File: src/rtl/keypad_entry.sv
// keypad_entry: 4x4 matrix keypad scanner with debounce and an 8-digit entry buffer.
//
// Ports:
//   clock        system clock, all state changes on the rising edge
//   reset        synchronous, active-high reset
//   row_n[3:0]   keypad rows, active-low, pulled up, asynchronous to clock
//   col_n[3:0]   keypad column drive, active-low, exactly one bit low
//   key_valid    one-cycle pulse for each accepted key press
//   key_code     code of the most recently accepted key
//   digits       entered digits, first digit in [3:0], eighth in [31:28]
//   digit_count  number of stored digits, 0..8
//   buf_full     high when eight digits are stored
//
// Parameters:
//   SCAN_DIV        clock cycles each column is driven (>= 4)
//   DEBOUNCE_SCANS  consecutive identical full scans to accept a press or release (>= 1)

module keypad_entry #(
  parameter int SCAN_DIV       = 1000,
  parameter int DEBOUNCE_SCANS = 4
) (
  input  logic        clock,
  input  logic        reset,
  input  logic [3:0]  row_n,
  output logic [3:0]  col_n,
  output logic        key_valid,
  output logic [3:0]  key_code,
  output logic [31:0] digits,
  output logic [3:0]  digit_count,
  output logic        buf_full
);

  localparam int DIV_W = $clog2(SCAN_DIV);
  localparam int CNT_W = $clog2(DEBOUNCE_SCANS + 1);

  typedef enum logic [1:0] {IDLE, DEBOUNCE, HELD} state_t;

  state_t             state, state_next;
  logic [3:0]         row_meta, row_sync;
  logic [DIV_W-1:0]   div_cnt;
  logic [1:0]         col_idx;
  logic               sample, scan_end;
  logic [1:0]         acc_hits, col_hits, tot_hits;
  logic [3:0]         acc_code, col_code, tot_code;
  logic [2:0]         hit_sum;
  logic               scan_single, scan_none;
  logic [CNT_W-1:0]   match_cnt, match_next;
  logic [CNT_W-1:0]   release_cnt, release_next;
  logic [3:0]         candidate, cand_next;
  logic               accept;
  logic [2:0]         wr_idx, bs_idx;

  // Key code lookup indexed by {row, col}.
  function automatic logic [3:0] key_map(input logic [1:0] row, input logic [1:0] col);
    logic [3:0] code;
    case ({row, col})
      4'h0: code = 4'h1;
      4'h1: code = 4'h2;
      4'h2: code = 4'h3;
      4'h3: code = 4'hA;
      4'h4: code = 4'h4;
      4'h5: code = 4'h5;
      4'h6: code = 4'h6;
      4'h7: code = 4'hB;
      4'h8: code = 4'h7;
      4'h9: code = 4'h8;
      4'hA: code = 4'h9;
      4'hB: code = 4'hC;
      4'hC: code = 4'hE;
      4'hD: code = 4'h0;
      4'hE: code = 4'hF;
      default: code = 4'hD;
    endcase
    return code;
  endfunction

  // Two-flop synchronizer; idles at "no row pulled low".
  always_ff @(posedge clock) begin
    if (reset) begin
      row_meta <= 4'hF;
      row_sync <= 4'hF;
    end else begin
      row_meta <= row_n;
      row_sync <= row_meta;
    end
  end

  // Column divider: sample happens on the final cycle of each column period.
  assign sample   = (div_cnt == DIV_W'(SCAN_DIV - 1));
  assign scan_end = sample && (col_idx == 2'd3);

  always_ff @(posedge clock) begin
    if (reset) begin
      div_cnt <= '0;
      col_idx <= 2'd0;
    end else if (sample) begin
      div_cnt <= '0;
      col_idx <= col_idx + 2'd1;
    end else begin
      div_cnt <= div_cnt + DIV_W'(1);
    end
  end

  assign col_n = ~(4'b0001 << col_idx);

  // Keys seen in the current column; hit count saturates at 2 (multi).
  always_comb begin
    col_hits = 2'd0;
    col_code = 4'h0;
    for (int r = 0; r < 4; r++) begin
      if (!row_sync[r]) begin
        if (col_hits != 2'd2) col_hits = col_hits + 2'd1;
        col_code = key_map(2'(r), col_idx);
      end
    end
  end

  // Merge with the earlier columns of this scan; the code only matters when one key is seen.
  always_comb begin
    hit_sum  = {1'b0, acc_hits} + {1'b0, col_hits};
    tot_hits = (hit_sum >= 3'd2) ? 2'd2 : hit_sum[1:0];
    tot_code = (acc_hits != 2'd0) ? acc_code : col_code;
  end

  assign scan_single = scan_end && (tot_hits == 2'd1);
  assign scan_none   = scan_end && (tot_hits == 2'd0);

  // Per-scan accumulator, cleared when the column-3 sample closes the scan.
  always_ff @(posedge clock) begin
    if (reset) begin
      acc_hits <= 2'd0;
      acc_code <= 4'h0;
    end else if (sample) begin
      if (col_idx == 2'd3) begin
        acc_hits <= 2'd0;
        acc_code <= 4'h0;
      end else begin
        acc_hits <= tot_hits;
        acc_code <= tot_code;
      end
    end
  end

  // FSM state register with its debounce counters.
  always_ff @(posedge clock) begin
    if (reset) begin
      state       <= IDLE;
      match_cnt   <= '0;
      release_cnt <= '0;
      candidate   <= 4'h0;
    end else begin
      state       <= state_next;
      match_cnt   <= match_next;
      release_cnt <= release_next;
      candidate   <= cand_next;
    end
  end

  // FSM next state; everything moves only at scan end.
  always_comb begin
    state_next   = state;
    match_next   = match_cnt;
    release_next = release_cnt;
    cand_next    = candidate;
    if (scan_end) begin
      case (state)
        IDLE: begin
          if (scan_single) begin
            cand_next = tot_code;
            if (DEBOUNCE_SCANS == 1) begin
              state_next   = HELD;
              release_next = '0;
            end else begin
              state_next = DEBOUNCE;
              match_next = CNT_W'(1);
            end
          end
        end
        DEBOUNCE: begin
          if (scan_single && (tot_code == candidate)) begin
            if (match_cnt + CNT_W'(1) == CNT_W'(DEBOUNCE_SCANS)) begin
              state_next   = HELD;
              match_next   = '0;
              release_next = '0;
            end else begin
              match_next = match_cnt + CNT_W'(1);
            end
          end else begin
            state_next = IDLE;
            match_next = '0;
          end
        end
        HELD: begin
          if (scan_none) begin
            if (release_cnt + CNT_W'(1) == CNT_W'(DEBOUNCE_SCANS)) begin
              state_next   = IDLE;
              release_next = '0;
            end else begin
              release_next = release_cnt + CNT_W'(1);
            end
          end else begin
            release_next = '0;
          end
        end
        default: begin
          state_next   = IDLE;
          match_next   = '0;
          release_next = '0;
        end
      endcase
    end
  end

  // FSM output: a press is accepted exactly when we are about to enter HELD.
  always_comb begin
    accept = (state != HELD) && (state_next == HELD);
  end

  assign wr_idx   = digit_count[2:0];
  assign bs_idx   = 3'(digit_count - 4'd1);
  assign buf_full = (digit_count == 4'd8);

  // Key output and digit buffer; vacated nibbles are zeroed so unused slots read 0.
  always_ff @(posedge clock) begin
    if (reset) begin
      key_valid   <= 1'b0;
      key_code    <= 4'h0;
      digits      <= 32'h0;
      digit_count <= 4'd0;
    end else begin
      key_valid <= accept;
      if (accept) begin
        key_code <= tot_code;
        if (tot_code <= 4'd9) begin
          if (digit_count != 4'd8) begin
            digits[{wr_idx, 2'b00} +: 4] <= tot_code;
            digit_count                  <= digit_count + 4'd1;
          end
        end else if (tot_code == 4'hA) begin
          if (digit_count != 4'd0) begin
            digits[{bs_idx, 2'b00} +: 4] <= 4'h0;
            digit_count                  <= digit_count - 4'd1;
          end
        end else if (tot_code == 4'hC) begin
          digits      <= 32'h0;
          digit_count <= 4'd0;
        end
      end
    end
  end

endmodule

File: config.mk
export PLATFORM = sky130hd
export DESIGN_NAME = keypad_entry
export DESIGN_NICKNAME = d
export VERILOG_FILES = /design/src/rtl/keypad_entry.sv
export SDC_FILE = /design/constraint.sdc
export NUM_CORES = 1
export LEC_CHECK = 0
export CAP_MARGIN = 20
export CORE_UTILIZATION = 35
export DETAILED_ROUTE_END_ITERATION = 16
export GPL_TIMING_DRIVEN = 0
export SYNTH_ARGS = -nofsm -noshare
export SYNTH_HDL_FRONTEND = slang
export SYNTH_SLANG_ARGS = --single-unit
File: constraint.sdc
create_clock -name clock -period 5.2 [get_ports clock]
set_input_delay 1.04 -clock clock [delete_from_list [all_inputs] [get_ports clock]]
set_output_delay 1.04 -clock clock [all_outputs]
set_load 0.01 [all_outputs]
Run 1, gate families picked out:
The bar under the picture is 20 µm long.
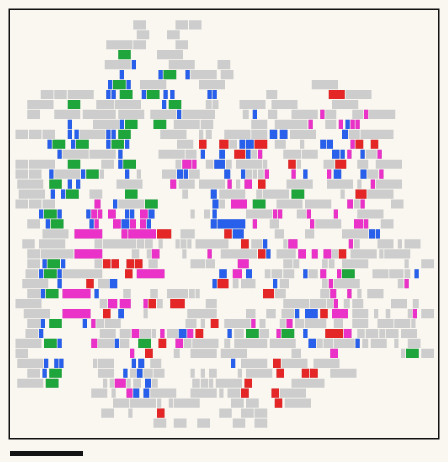
| family | color | cells |
|---|---|---|
| nand cells | blue | 118 |
| and/or cells | red | 42 |
| mux cells | green | 36 |
| nor cells | magenta | 82 |

Run 1, wire density map:
23 x 23 tiles, from black (low) to pale yellow (high), scaled to the fullest tile. Values are wire area over tile area, all layers added.
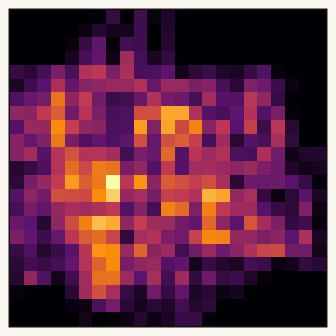
nearly empty tiles: 24%
fullest tile: 0.58
mean over tiles: 0.14
emptiest ninth of the die: top right
total via count after detailed routing: 4073
GRT Util Overall: 19.55%
routed length per instance: 16.12 µm
routed wire length: 12540 µm

==> results.py, run 1 <==
# Flow results
metrics = {
    "routing": {
        "antenna_violating_nets_post_route": 0,
        "drt_first_pass_iters": 5,
        "wl_met1_um": 5572,
        "drt_drc_violations_left": 0,
        "drt_iter0_markers": 179,
        "routed_via_density": 5.235,
    },
    "sta": {
        "max_slew_margin_pct": 38.33,
        "slew_viol_final": 0,
        "finalHoldWorstSlack_ns": 0.4064,
        "finalCriticalPeriod_ns": 4.313,
        "hold_viol_final": 0,
        "timing_worst_slew_pin_value_ns": 0.9250,
        "rsz0062_at_grt": "no",
        "final_critical_path_setup_slack_ns": 0.8871,
        "final_clock_skew_ns": 0.01362,
        "final.period_utilization_pct": 82.94,
    },
    "synth": {
        "ys_sh_mux_pct": 7.794,
        "ys_dominant_reg_cell": "sky130_fd_sc_hd__dfxtp_1",
        "synthAdderAreaFrac_pct": 6.658,
        "synthMostInstantiatedCell": "sky130_fd_sc_hd__nand2_1",
        "post_synth_inst_count": 538,
        "synth-simple-area-share_pct": 28.99,
        "yosys_register_bits": 79,
        "synth.top_cell.area_share_pct": 34.21,
        "synth.logic.top_family": "simple AND/OR/NAND/NOR gates",
        "edf_count": 0,
        "average_footprint_of_a_synthesized_cell_um2": 8.593,
        "yosys_warning_count": 0,
        "area_reported_by_yosys_stat_um2": 4623,
        "ys_async_sr_fraction_pct": 0,
    },
    "floorplanning": {
        "fp-utilization_pct": 36.19,
        "die.size.x_um": 116.9,
        "placementRows": 41,
        "die_span_in_y_um": 116.9,
        "fp.coreArea_um2": 12770,
    },
    "worst_setup_path": {
        "cp_data_required_time_ns": 5.47,
        "timing.critical_path.from_type": "flop",
        "cp-end-kind": "flop",
        "reg2reg_depth": 15,
        "slowest_stage": "sky130_fd_sc_hd__nor4b_1",
        "rrSetupSlack_ns": 0.89,
        "path_buffers": 2,
        "critPathKind": "reg2reg",
        "cpMostUsedCell": "sky130_fd_sc_hd__ha_1",
        "worst_ep_arrival_time_ns": 4.58,
        "critical_path_peak_fanout": 8,
        "crit-reg2reg-launch": "row_sync[1]",
        "critPathCapture": "match_cnt[1]",
        "path_cells": "inv_1 > ha_1 > mux2i_1 > ha_1 > nor2_1 > a21oi_1 > ha_1 > inv_1 > fa_1 > nand3_1 > a311oi_1 > o21ai_0 > nor4b_1 > or3b_1 > a21oi_1",
        "worst_r2r_endpoint": "match_cnt[1]",
        "worst_setup_startpoint": "row_sync[1]",
    },
    "finish": {
        "finish.instance_area_um2": 5664,
        "layout-drive-gt1-share_pct": 9.901,
        "nets": 631,
        "largest_register_ff_count": 32,
        "layout-area-overhead-vs-synth_pct": 22.52,
        "final-comb-area_um2": 2805,
        "reg_top3": "digits: 32 flops, div_cnt: 10 flops",
    },
    "cts": {
        "cts_post_setup_buffers_inserted": 0,
        "cts_root_buf": "sky130_fd_sc_hd__clkbuf_16",
        "cts_tree": "done",
        "tritoncts_num_sinks": 79,
        "clock_latency_ns": 0.35,
        "cts.htree.levels": 3,
        "post_cts_hold_buffer_count": 0,
    },
    "placed_design": {
        "dpl.cell_count": 762,
        "dpl_cell_area_um2": 5354,
        "detailedPlace.worstSlack_ns": 0.9314,
        "gp_congestion": 0.9316,
        "place.detailed.hpwl_um": 9268,
        "port_buffers": 51,
    },
    "min_path": {
        "worst_hold_path.num_cells": 1,
    },
    "power_and_ir_drop": {
        "vdd_drop_max_v": 0.0001964,
        "post-layout-total-power_w": 0.001366,
    },
    "run": {
        "max_cap_violations": 0,
        "warnings": 39,
    },
    "outcome": {
        "status": "finished, final reports clean",
    },
}
Run 1, clock network drawn from the DEF:
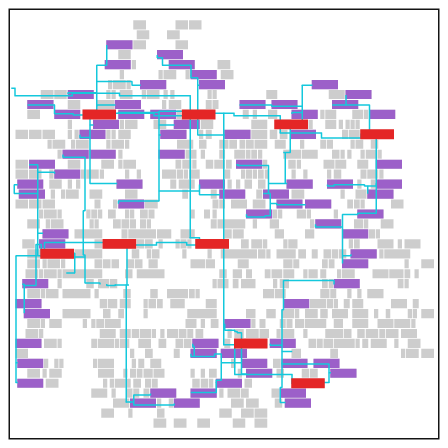
[clock wires] cyan | length: 1160 µm
[clock-net drivers] red | count: 9
[flip-flops] purple | count: 79
flops lie: widely spread

-- run 1: final cells by class --
cell class              count  area share [%]
well taps                 172           3.799
multi-input cells         407           49.53
clock buffers              12           4.528
inverters                  23           1.524
repair buffers             52           9.101
flip-flops and latches     79           27.92
clock inverters             4          0.9499
plain buffers              29           2.651
-- run 1: cell families after synthesis --
| kind of cell | Yosys count |
|---|---|
| adders and majority gates | 24 |
| DFF | 79 |
| and+or+nand+nor | 242 |
| AOI/OAI and AO/OA | 92 |
| xor gates and xnor gates | 13 |
| muxes | 36 |
| buffers and inverters | 52 |
-- run 1: worst min-delay path by stage --
stage / end / from / slack, ns
floorplan: row_sync[0] / row_meta[0] / 0.39
global placement: row_sync[3] / row_meta[3] / 0.40
detailed placement: row_sync[3] / row_meta[3] / 0.39
CTS: row_sync[3] / row_meta[3] / 0.40
global route: row_sync[3] / row_meta[3] / 0.42
finish: row_sync[3] / row_meta[3] / 0.41
-- run 1: layout by cell type (no fill, tap or decap), types with 16 or more instances in the layout --
master / instances
sky130_fd_sc_hd__nor2_1: 41
sky130_fd_sc_hd__a21oi_1: 16
sky130_fd_sc_hd__clkbuf_1: 19
sky130_fd_sc_hd__o21ai_0: 17
sky130_fd_sc_hd__nand2_1: 84
sky130_fd_sc_hd__mux2i_1: 36
sky130_fd_sc_hd__ha_1: 23
sky130_fd_sc_hd__inv_1: 22
sky130_fd_sc_hd__clkdlybuf4s50_1: 51
sky130_fd_sc_hd__dfxtp_1: 79
sky130_fd_sc_hd__nand3_1: 20
-- run 1: power breakdown --
| group | internal (W) | total, W | switching (W) |
|---|---|---|---|
| Sequential | 0.000610 | 0.000613 | 0.00000344 |
| Combinational | 0.0000303 | 0.0000934 | 0.0000632 |
| Clock | 0.000399 | 0.000659 | 0.000260 |
## Run 2: what changed since run 1
==> constraint.sdc (replaced) <==
create_clock -name clock -period 3.7 [get_ports clock]
set_input_delay 0.74 -clock clock [delete_from_list [all_inputs] [get_ports clock]]
set_output_delay 0.74 -clock clock [all_outputs]
set_load 0.01 [all_outputs]
==> run 2 against run 1 <==
Net effect: sequential power rose by about 40%; synthesized area is the same; worst hold slack about the same; combinational power is 61% higher; critical path depth stayed put; largest cell class unchanged; largest power group unchanged; highest routed layer unchanged.
==> results.py, run 2 <==
# Flow results
metrics = {
    "worst_setup_path": {
        "rrSetupSlack_ns": 0.02,
        "cp_data_required_time_ns": 3.97,
        "path_buffers": 2,
        "cpMostUsedCell": "sky130_fd_sc_hd__ha_2",
        "critPathKind": "reg2reg",
        "cp-end-kind": "flop",
        "path_cells": "inv_4 > ha_4 > mux2i_4 > ha_2 > nor2_2 > a21oi_2 > ha_2 > inv_2 > fa_2 > nand3_4 > a311oi_2 > nor3b_2 > nand4_1 > or4_4 > o22ai_2",
        "worst_ep_arrival_time_ns": 3.95,
        "slowest_stage": "sky130_fd_sc_hd__or4_4",
        "worst_setup_startpoint": "row_sync[0]",
        "critPathCapture": "digits[17]",
        "worst_r2r_endpoint": "digits[17]",
    },
    "power_and_ir_drop": {
        "power.net_switching_w": 0.0004668,
        "combinationalPowerShare_pct": 7.8,
        "internal_power_w": 0.001471,
        "post-layout-total-power_w": 0.001938,
        "sw_frac_of_total_pct": 24.09,
        "pwr-share-clk_pct": 47.8,
        "seq_power_share_pct": 44.5,
        "vdd_drop_max_v": 0.0002749,
    },
    "routing": {
        "routed_via_density": 5.271,
        "drt_first_pass_iters": 4,
        "finalWirelength_um": 12760,
        "post_drt_wl_per_cell_um": 16.22,
        "drt_drc_violations_left": 0,
    },
    "sta": {
        "final.period_utilization_pct": 99.50,
        "slew_viol_final": 0,
        "timing_worst_slew_pin_value_ns": 0.9506,
        "finalCriticalPeriod_ns": 3.681,
        "max_slew_margin_pct": 36.63,
        "rsz0062_at_grt": "yes",
    },
    "placed_design": {
        "dpl.cell_count": 762,
        "port_buffers": 51,
        "detailedPlace.worstSlack_ns": -0.5686,
    },
    "global_routing": {
        "grtUsageTotal_pct": 19.69,
    },
    "outcome": {
        "status": "finished, final reports clean",
    },
    "cts": {
        "cts_root_buf": "sky130_fd_sc_hd__clkbuf_16",
        "tritoncts_num_sinks": 79,
    },
    "synth": {
        "ys_async_sr_fraction_pct": 0,
        "yosys_warning_count": 0,
        "edf_count": 0,
        "area_reported_by_yosys_stat_um2": 4623,
        "synth.top_cell.area_share_pct": 34.21,
    },
    "floorplanning": {
        "placementRows": 41,
        "die.size.x_um": 116.9,
        "fp-utilization_pct": 36.19,
    },
    "finish": {
        "layout-area-overhead-vs-synth_pct": 27.12,
        "reg_top3": "digits: 32 flops, div_cnt: 10 flops",
    },
    "min_path": {
        "worst_hold_path.num_cells": 1,
        "worstHoldEndpoint": "row_sync[3]",
    },
    "run": {
        "warnings": 40,
        "max_cap_violations": 0,
    },
}
## run 2: cell counts after synthesis
Identical to the previous run, type by type.
## run 2: kinds of logic (layout without fill, tap and decap cells)
logic type	Yosys count	count (layout)
multiplexers	36	36
buffers and inverters	52	129
AND-OR/OR-AND	92	92
flip-flops	79	79
AND/OR/NAND/NOR	242	242
XOR/XNOR	13	13
adder cells (fa/ha/maj)	24	24
## run 2: stage by stage
stage          hold WS (ns)  instance area [µm²]
2_1_floorplan        0.3895                 4623
3_3_place_gp         0.3974                 5349
3_5_place_dp         0.3947                 5354
4_1_cts              0.4038                 5748
5_1_grt              0.4242                 5877
6_report             0.4061                 5877
## run 2: power by group through the flow
stage / Sequential [W] / Combinational, W / Clock [W]
floorplan: 0.000880 / 0.0000892 / 0
global placement: 0.000881 / 0.000128 / 0
detailed placement: 0.000881 / 0.000131 / 0
CTS: 0.000862 / 0.000137 / 0.000946
global route: 0.000862 / 0.000163 / 0.000984
finish: 0.000861 / 0.000150 / 0.000926
## run 2: layout make-up
type	instances	area [µm²]
Timing Repair Buffer	61	595.6
Inverter	23	88.84
Sequential cell	79	1589
Tap cell	172	215.2
Buffer	29	160.2
Clock inverter	4	53.80
Multi-Input combinational cell	407	2918
Clock buffer	12	256.5
Fill cell	1244	6897
## run 2: what timing repair did
item,4_1_cts,5_1_grt
pin swaps,4,11
resized,10,21
setup endpoints to repair,48,41
setup buffers,4,5
## run 2: layer usage
layer / wire length [µm] / global-route usage, % / part of all wire [%]
met4: 234 / 6.835 / 1.8
met2: 6361 / 34.28 / 50
met1: 5603 / 23.29 / 44
met5: 0 / 0 / 0
met3: 563 / 5.407 / 4.4
Run 2, gate families picked out:
The bar under the picture is 20 µm long.
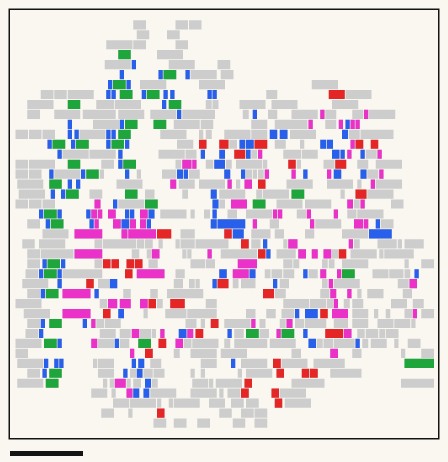
| family | color | cells |
|---|---|---|
| mux cells | green | 36 |
| and/or cells | red | 42 |
| nand cells | blue | 118 |
| nor cells | magenta | 82 |

Run 2, cell outlines without signal wires:
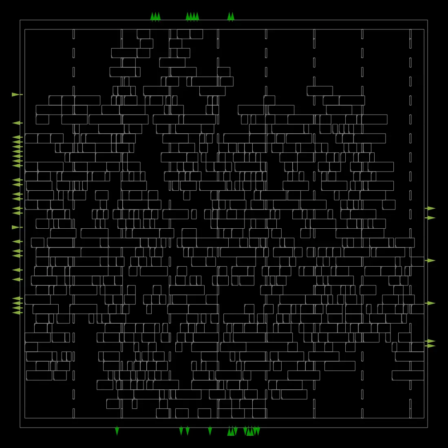
fraction of area in registers: 27.04%
count of inserted tapcells: 172
filler cell count in the final layout: 1244
core area: 12770 µm²

Power figures rest on the tool's default switching activity, not on a simulated workload.
